File: src/rtl/os_array_ctrl_if.sv
// Array-side bundle of the systolic array sequencer: operand read strobes,
// skew masks, accumulator control and the result shift-out handshake.
interface os_array_ctrl_if #(
    parameter int row    = 3,
    parameter int column = 3,
    parameter int KW     = 8,
    parameter int CW     = (column > 1) ? $clog2(column) : 1
);
    logic              clr_acc;
    logic              rd_en;
    logic [KW-1:0]     rd_addr;
    logic [column-1:0] fmap_vld;
    logic [row-1:0]    kern_vld;
    logic              Op_sel;
    logic              out_valid;
    logic              out_ready;
    logic [CW-1:0]     out_col;

    modport master (
        output clr_acc, rd_en, rd_addr, fmap_vld, kern_vld, Op_sel, out_valid, out_col,
        input  out_ready
    );

    modport slave (
        input  clr_acc, rd_en, rd_addr, fmap_vld, kern_vld, Op_sel, out_valid, out_col,
        output out_ready
    );
endinterface

File: src/rtl/os_array_ctrl.sv
// Tile sequencer for the output-stationary systolic array: clear, feed K
// operand words with diagonal skew, flush the pipeline, shift results out.
//
// state   | meaning
// --------+------------------------------------------------------------
// S_IDLE  | waiting for start with a non-zero k_len
// S_CLEAR | one cycle of accumulator clear
// S_FEED  | K operand reads, rd_addr 0..K-1
// S_FLUSH | row+column cycles for skew, read latency and MAC register
// S_DRAIN | result words shifted out under out_valid/out_ready
// S_DONE  | one-cycle done pulse
module os_array_ctrl #(
    parameter int row    = 3,
    parameter int column = 3,
    parameter int KW     = 8,
    parameter int CW     = (column > 1) ? $clog2(column) : 1
) (
    input  logic          clk,
    input  logic          rst,
    input  logic          start,
    input  logic          abort,
    input  logic [KW-1:0] k_len,
    output logic          busy,
    output logic          done,
    os_array_ctrl_if.master arr
);
    localparam int FL = row + column;
    localparam int NW = (KW > $clog2(FL + 1)) ? KW : $clog2(FL + 1);

    typedef enum logic [2:0] {
        S_IDLE, S_CLEAR, S_FEED, S_FLUSH, S_DRAIN, S_DONE
    } state_t;

    state_t            state_q, state_d;
    logic [KW-1:0]     k_q, k_d;
    logic [NW-1:0]     cnt_q, cnt_d;
    logic [CW-1:0]     out_col_q, out_col_d;
    logic [KW-1:0]     rd_addr_q, rd_addr_d;
    logic              rd_en_q, rd_en_d;
    logic              clr_acc_q, clr_acc_d;
    logic              busy_q, busy_d;
    logic              done_q, done_d;
    logic              out_valid_q, out_valid_d;
    logic [column-1:0] fmap_q, fmap_d;
    logic [row-1:0]    kern_q, kern_d;
    logic              xfer;

    // Op_sel stays combinational so the array shifts on exactly the transfer cycle
    assign xfer          = (state_q == S_DRAIN) && arr.out_ready;
    assign arr.Op_sel    = xfer;
    assign arr.clr_acc   = clr_acc_q;
    assign arr.rd_en     = rd_en_q;
    assign arr.rd_addr   = rd_addr_q;
    assign arr.fmap_vld  = fmap_q;
    assign arr.kern_vld  = kern_q;
    assign arr.out_valid = out_valid_q;
    assign arr.out_col   = out_col_q;
    assign busy          = busy_q;
    assign done          = done_q;

    always_ff @(posedge clk or negedge rst) begin
        if (!rst) begin
            state_q     <= S_IDLE;
            k_q         <= '0;
            cnt_q       <= '0;
            out_col_q   <= '0;
            rd_addr_q   <= '0;
            rd_en_q     <= 1'b0;
            clr_acc_q   <= 1'b0;
            busy_q      <= 1'b0;
            done_q      <= 1'b0;
            out_valid_q <= 1'b0;
            fmap_q      <= '0;
            kern_q      <= '0;
        end else begin
            state_q     <= state_d;
            k_q         <= k_d;
            cnt_q       <= cnt_d;
            out_col_q   <= out_col_d;
            rd_addr_q   <= rd_addr_d;
            rd_en_q     <= rd_en_d;
            clr_acc_q   <= clr_acc_d;
            busy_q      <= busy_d;
            done_q      <= done_d;
            out_valid_q <= out_valid_d;
            fmap_q      <= fmap_d;
            kern_q      <= kern_d;
        end
    end

    always_comb begin
        state_d   = state_q;
        k_d       = k_q;
        cnt_d     = cnt_q;
        out_col_d = out_col_q;

        case (state_q)
            S_IDLE: begin
                if (start && (k_len != '0)) begin
                    state_d = S_CLEAR;
                    k_d     = k_len;
                end
            end
            S_CLEAR: begin
                state_d = S_FEED;
                cnt_d   = NW'(k_q) - NW'(1);
            end
            S_FEED: begin
                if (cnt_q == '0) begin
                    state_d = S_FLUSH;
                    cnt_d   = NW'(FL - 1);
                end else begin
                    cnt_d = cnt_q - NW'(1);
                end
            end
            S_FLUSH: begin
                if (cnt_q == '0) begin
                    state_d   = S_DRAIN;
                    out_col_d = CW'(column - 1);
                end else begin
                    cnt_d = cnt_q - NW'(1);
                end
            end
            S_DRAIN: begin
                if (xfer) begin
                    if (out_col_q == '0) state_d = S_DONE;
                    else                 out_col_d = out_col_q - CW'(1);
                end
            end
            S_DONE:  state_d = S_IDLE;
            default: state_d = S_IDLE;
        endcase

        if (abort) begin
            state_d   = S_IDLE;
            cnt_d     = '0;
            out_col_d = '0;
        end

        // Outputs are registered from the next state so they line up with it
        busy_d      = (state_d != S_IDLE);
        done_d      = (state_d == S_DONE);
        clr_acc_d   = (state_d == S_CLEAR);
        rd_en_d     = (state_d == S_FEED);
        out_valid_d = (state_d == S_DRAIN);
        rd_addr_d   = '0;
        if (rd_en_d && (state_q == S_FEED)) rd_addr_d = rd_addr_q + KW'(1);

        // Skew lines: bit i is rd_en delayed by i+1 cycles
        fmap_d = abort ? '0 : column'({fmap_q, rd_en_q});
        kern_d = abort ? '0 : row'({kern_q, rd_en_q});
    end
endmodule

File: src/flat_wrapper.sv
// flat-port wrapper written by rule: the top's interface ports become plain ports
module os_array_ctrl_flat 
#(
    parameter int row    = 3,
    parameter int column = 3,
    parameter int KW     = 8,
    parameter int CW     = (column > 1) ? $clog2(column) : 1
)
  (clk, rst, start, abort, k_len, busy, done, arr_clr_acc, arr_rd_en, arr_rd_addr, arr_fmap_vld, arr_kern_vld, arr_Op_sel, arr_out_valid, arr_out_col, arr_out_ready);
  os_array_ctrl_if #(.row(row), .column(column), .KW(KW), .CW(CW)) arr_i ();
  input  logic clk;
  input  logic rst;
  input  logic start;
  input  logic abort;
  input  logic [KW-1:0] k_len;
  output logic busy;
  output logic done;
  output wire logic [$bits(arr_i.clr_acc)-1:0] arr_clr_acc;
  output wire logic [$bits(arr_i.rd_en)-1:0] arr_rd_en;
  output wire logic [$bits(arr_i.rd_addr)-1:0] arr_rd_addr;
  output wire logic [$bits(arr_i.fmap_vld)-1:0] arr_fmap_vld;
  output wire logic [$bits(arr_i.kern_vld)-1:0] arr_kern_vld;
  output wire logic [$bits(arr_i.Op_sel)-1:0] arr_Op_sel;
  output wire logic [$bits(arr_i.out_valid)-1:0] arr_out_valid;
  output wire logic [$bits(arr_i.out_col)-1:0] arr_out_col;
  input wire logic [$bits(arr_i.out_ready)-1:0] arr_out_ready;
  assign arr_clr_acc = arr_i.clr_acc;
  assign arr_rd_en = arr_i.rd_en;
  assign arr_rd_addr = arr_i.rd_addr;
  assign arr_fmap_vld = arr_i.fmap_vld;
  assign arr_kern_vld = arr_i.kern_vld;
  assign arr_Op_sel = arr_i.Op_sel;
  assign arr_out_valid = arr_i.out_valid;
  assign arr_out_col = arr_i.out_col;
  assign arr_i.out_ready = arr_out_ready;
  os_array_ctrl #(.row(row), .column(column), .KW(KW), .CW(CW)) u_core (.clk(clk), .rst(rst), .start(start), .abort(abort), .k_len(k_len), .busy(busy), .done(done), .arr(arr_i));
endmodule
File: config.mk
export PLATFORM = sky130hd
export DESIGN_NAME = os_array_ctrl_flat
export DESIGN_NICKNAME = d
export VERILOG_FILES = /design/src/rtl/os_array_ctrl_if.sv /design/src/rtl/os_array_ctrl.sv /design/src/flat_wrapper.sv
export SDC_FILE = /design/constraint.sdc
export NUM_CORES = 1
export LEC_CHECK = 0
export ABC_CLOCK_PERIOD_IN_PS = 4890
export CAP_MARGIN = 5
export CELL_PAD_IN_SITES_DETAIL_PLACEMENT = 1
export CELL_PAD_IN_SITES_GLOBAL_PLACEMENT = 1
export CORE_AREA = 3 3 87 89
export CTS_BUF_LIST = sky130_fd_sc_hd__clkbuf_8 sky130_fd_sc_hd__clkbuf_16
export DETAILED_ROUTE_END_ITERATION = 7
export DIE_AREA = 0 0 90 92
export GPL_ROUTABILITY_DRIVEN = 1
export MAX_ROUTING_LAYER = met4
export PLACE_DENSITY = 0.6
export SLEW_MARGIN = 20
export SYNTH_ARGS = -nofsm -noshare
export SYNTH_HDL_FRONTEND = slang
export SYNTH_SLANG_ARGS = --single-unit
File: constraint.sdc
create_clock -name clk -period 4.89 [get_ports clk]
set_clock_uncertainty 0.1 [all_clocks]
set_input_delay 0.978 -clock clk [delete_from_list [all_inputs] [get_ports clk]]
set_output_delay 0.978 -clock clk [all_outputs]
set_load 0.1 [all_outputs]
### Cell classes on the final placement

Fill, decap, tap and diode cells in gray.
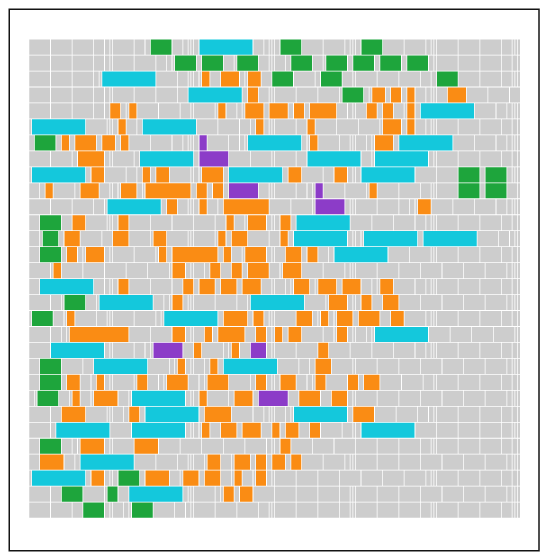
green -> other buffers and delay cells  # cells 34, share of their area 14%
cyan -> flip-flops  # cells 37, share of their area 39%
orange -> all other logic  # cells 150, share of their area 43%
purple -> clock drivers and dummy loads  # cells 8, share of their area 3.5%

### I/O pins on the die edge

Pins as bars across the die edge, other pins in gray.
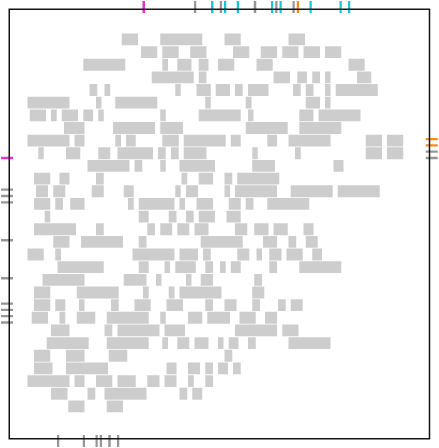
orange -> arr_kern_vld  # pins 3, direction output, edge 2 right, 1 top
cyan -> arr_rd_addr  # pins 8, direction output, edge top
magenta -> arr_out_col  # pins 2, direction output, edge 1 top, 1 left
all pins by edge = 15 top, 10 left, 6 bottom, 4 right

==> run notes <==
impl run done, here's what came out: Clk network pwr share=18.7%, ordered cell list for the critical path=clkdlybuf4s50_1, and2_1, buf_4, Layout area overhead=23.11%, most frequent cells after synthesis=dfrtp_1 (37), inv_1 (15), nor2_1 (13), nand3_1 (11), o21ai_0 (11), Worst Reg-to-Reg Cells=3, Chip Area=8280 um^2, Resize count post-CTS=0, switching pwr=~0.00047 W, first-pass GRT wire length=8569 um, power in sequential cells=0.000427 W, number of remaining DRC errors=0, beginning of the worst hold path=u_core.arr.rd_en, number of synthesized flops with an enable pin=0, run status=finished, final reports clean, pin count of the biggest net entering global routing=38, average routed wire per standard cell=16.07 um, hpwl dp=3772 um, Post-synth area hogs=dfrtp_1 (46%), a32o_1 (3.5%), mux2_2 (3.3%), inv_1 (2.8%), nand3_1 (2.7%), number of cells after detailed placement=317, register area=925.9 um^2, crit path setup slack, layout=1.896 ns, fp util=29.63%, Buf+Inv Stages, Crit Path=2, Slowest-stage cell, CP=clkdlybuf4s50_1, maximum net fanout on the critical path=3, combinational power share=42.5%, Netlist Area Pre-Place=2024 um^2, transition time at the pin with the least slew margin=0.9789 ns, Std-Cell Rows=30, top logic cell by instance count in the layout=dfrtp_1, I/O Pins=35, ratio of routed vias to standard cells=4.991, critical path startpoint category=input port, Mapped Cells=198, via count of the first global-routing pass=1614, number of sequential cells in the layout=37, number of distinct library cell variants in the gate-level netlist after synthesis=~47, setup repair after global routing missed its margin=no, Worst Path Arrival=1.92 ns, Non-clock buffering overhead=around an eighth, tapcells inserted=96, clock insertion delay at the later pin of the skew report=0.29 ns, Worst Setup SP=arr_out_ready, Worst Hold Class=reg2reg, aggregate negative setup slack=0 ns, number of antenna violations at the first check in global routing=0
sequential cells by signal (all words and copies together) (netlist names):
name,cells
u_core.arr.rd_addr,8
u_core.cnt_q,8
u_core.k_q,8
u_core.arr.fmap_vld,3
u_core.state_q,3
u_core.arr.out_col,2
u_core.arr.clr_acc,1
u_core.arr.out_valid,1
u_core.arr.rd_en,1
u_core.busy,1
u_core.done,1
metrics by stage:
step | utilization (%) | power [W] | hold slack (ns) | instance area (um^2)
after global placement | 35.26 | 0.0008962 | 0.3985 | 2409
after CTS | 36.48 | 0.001110 | 0.4437 | 2492
after detailed placement | 35.26 | 0.0008980 | 0.4044 | 2409
after global routing | 36.48 | 0.001178 | 0.4658 | 2492
final | 36.48 | 0.001100 | 0.4198 | 2492
after floorplan | - | 0.0007826 | 0.3900 | 2024
Power figures rest on the tool's default switching activity, not on a simulated workload.
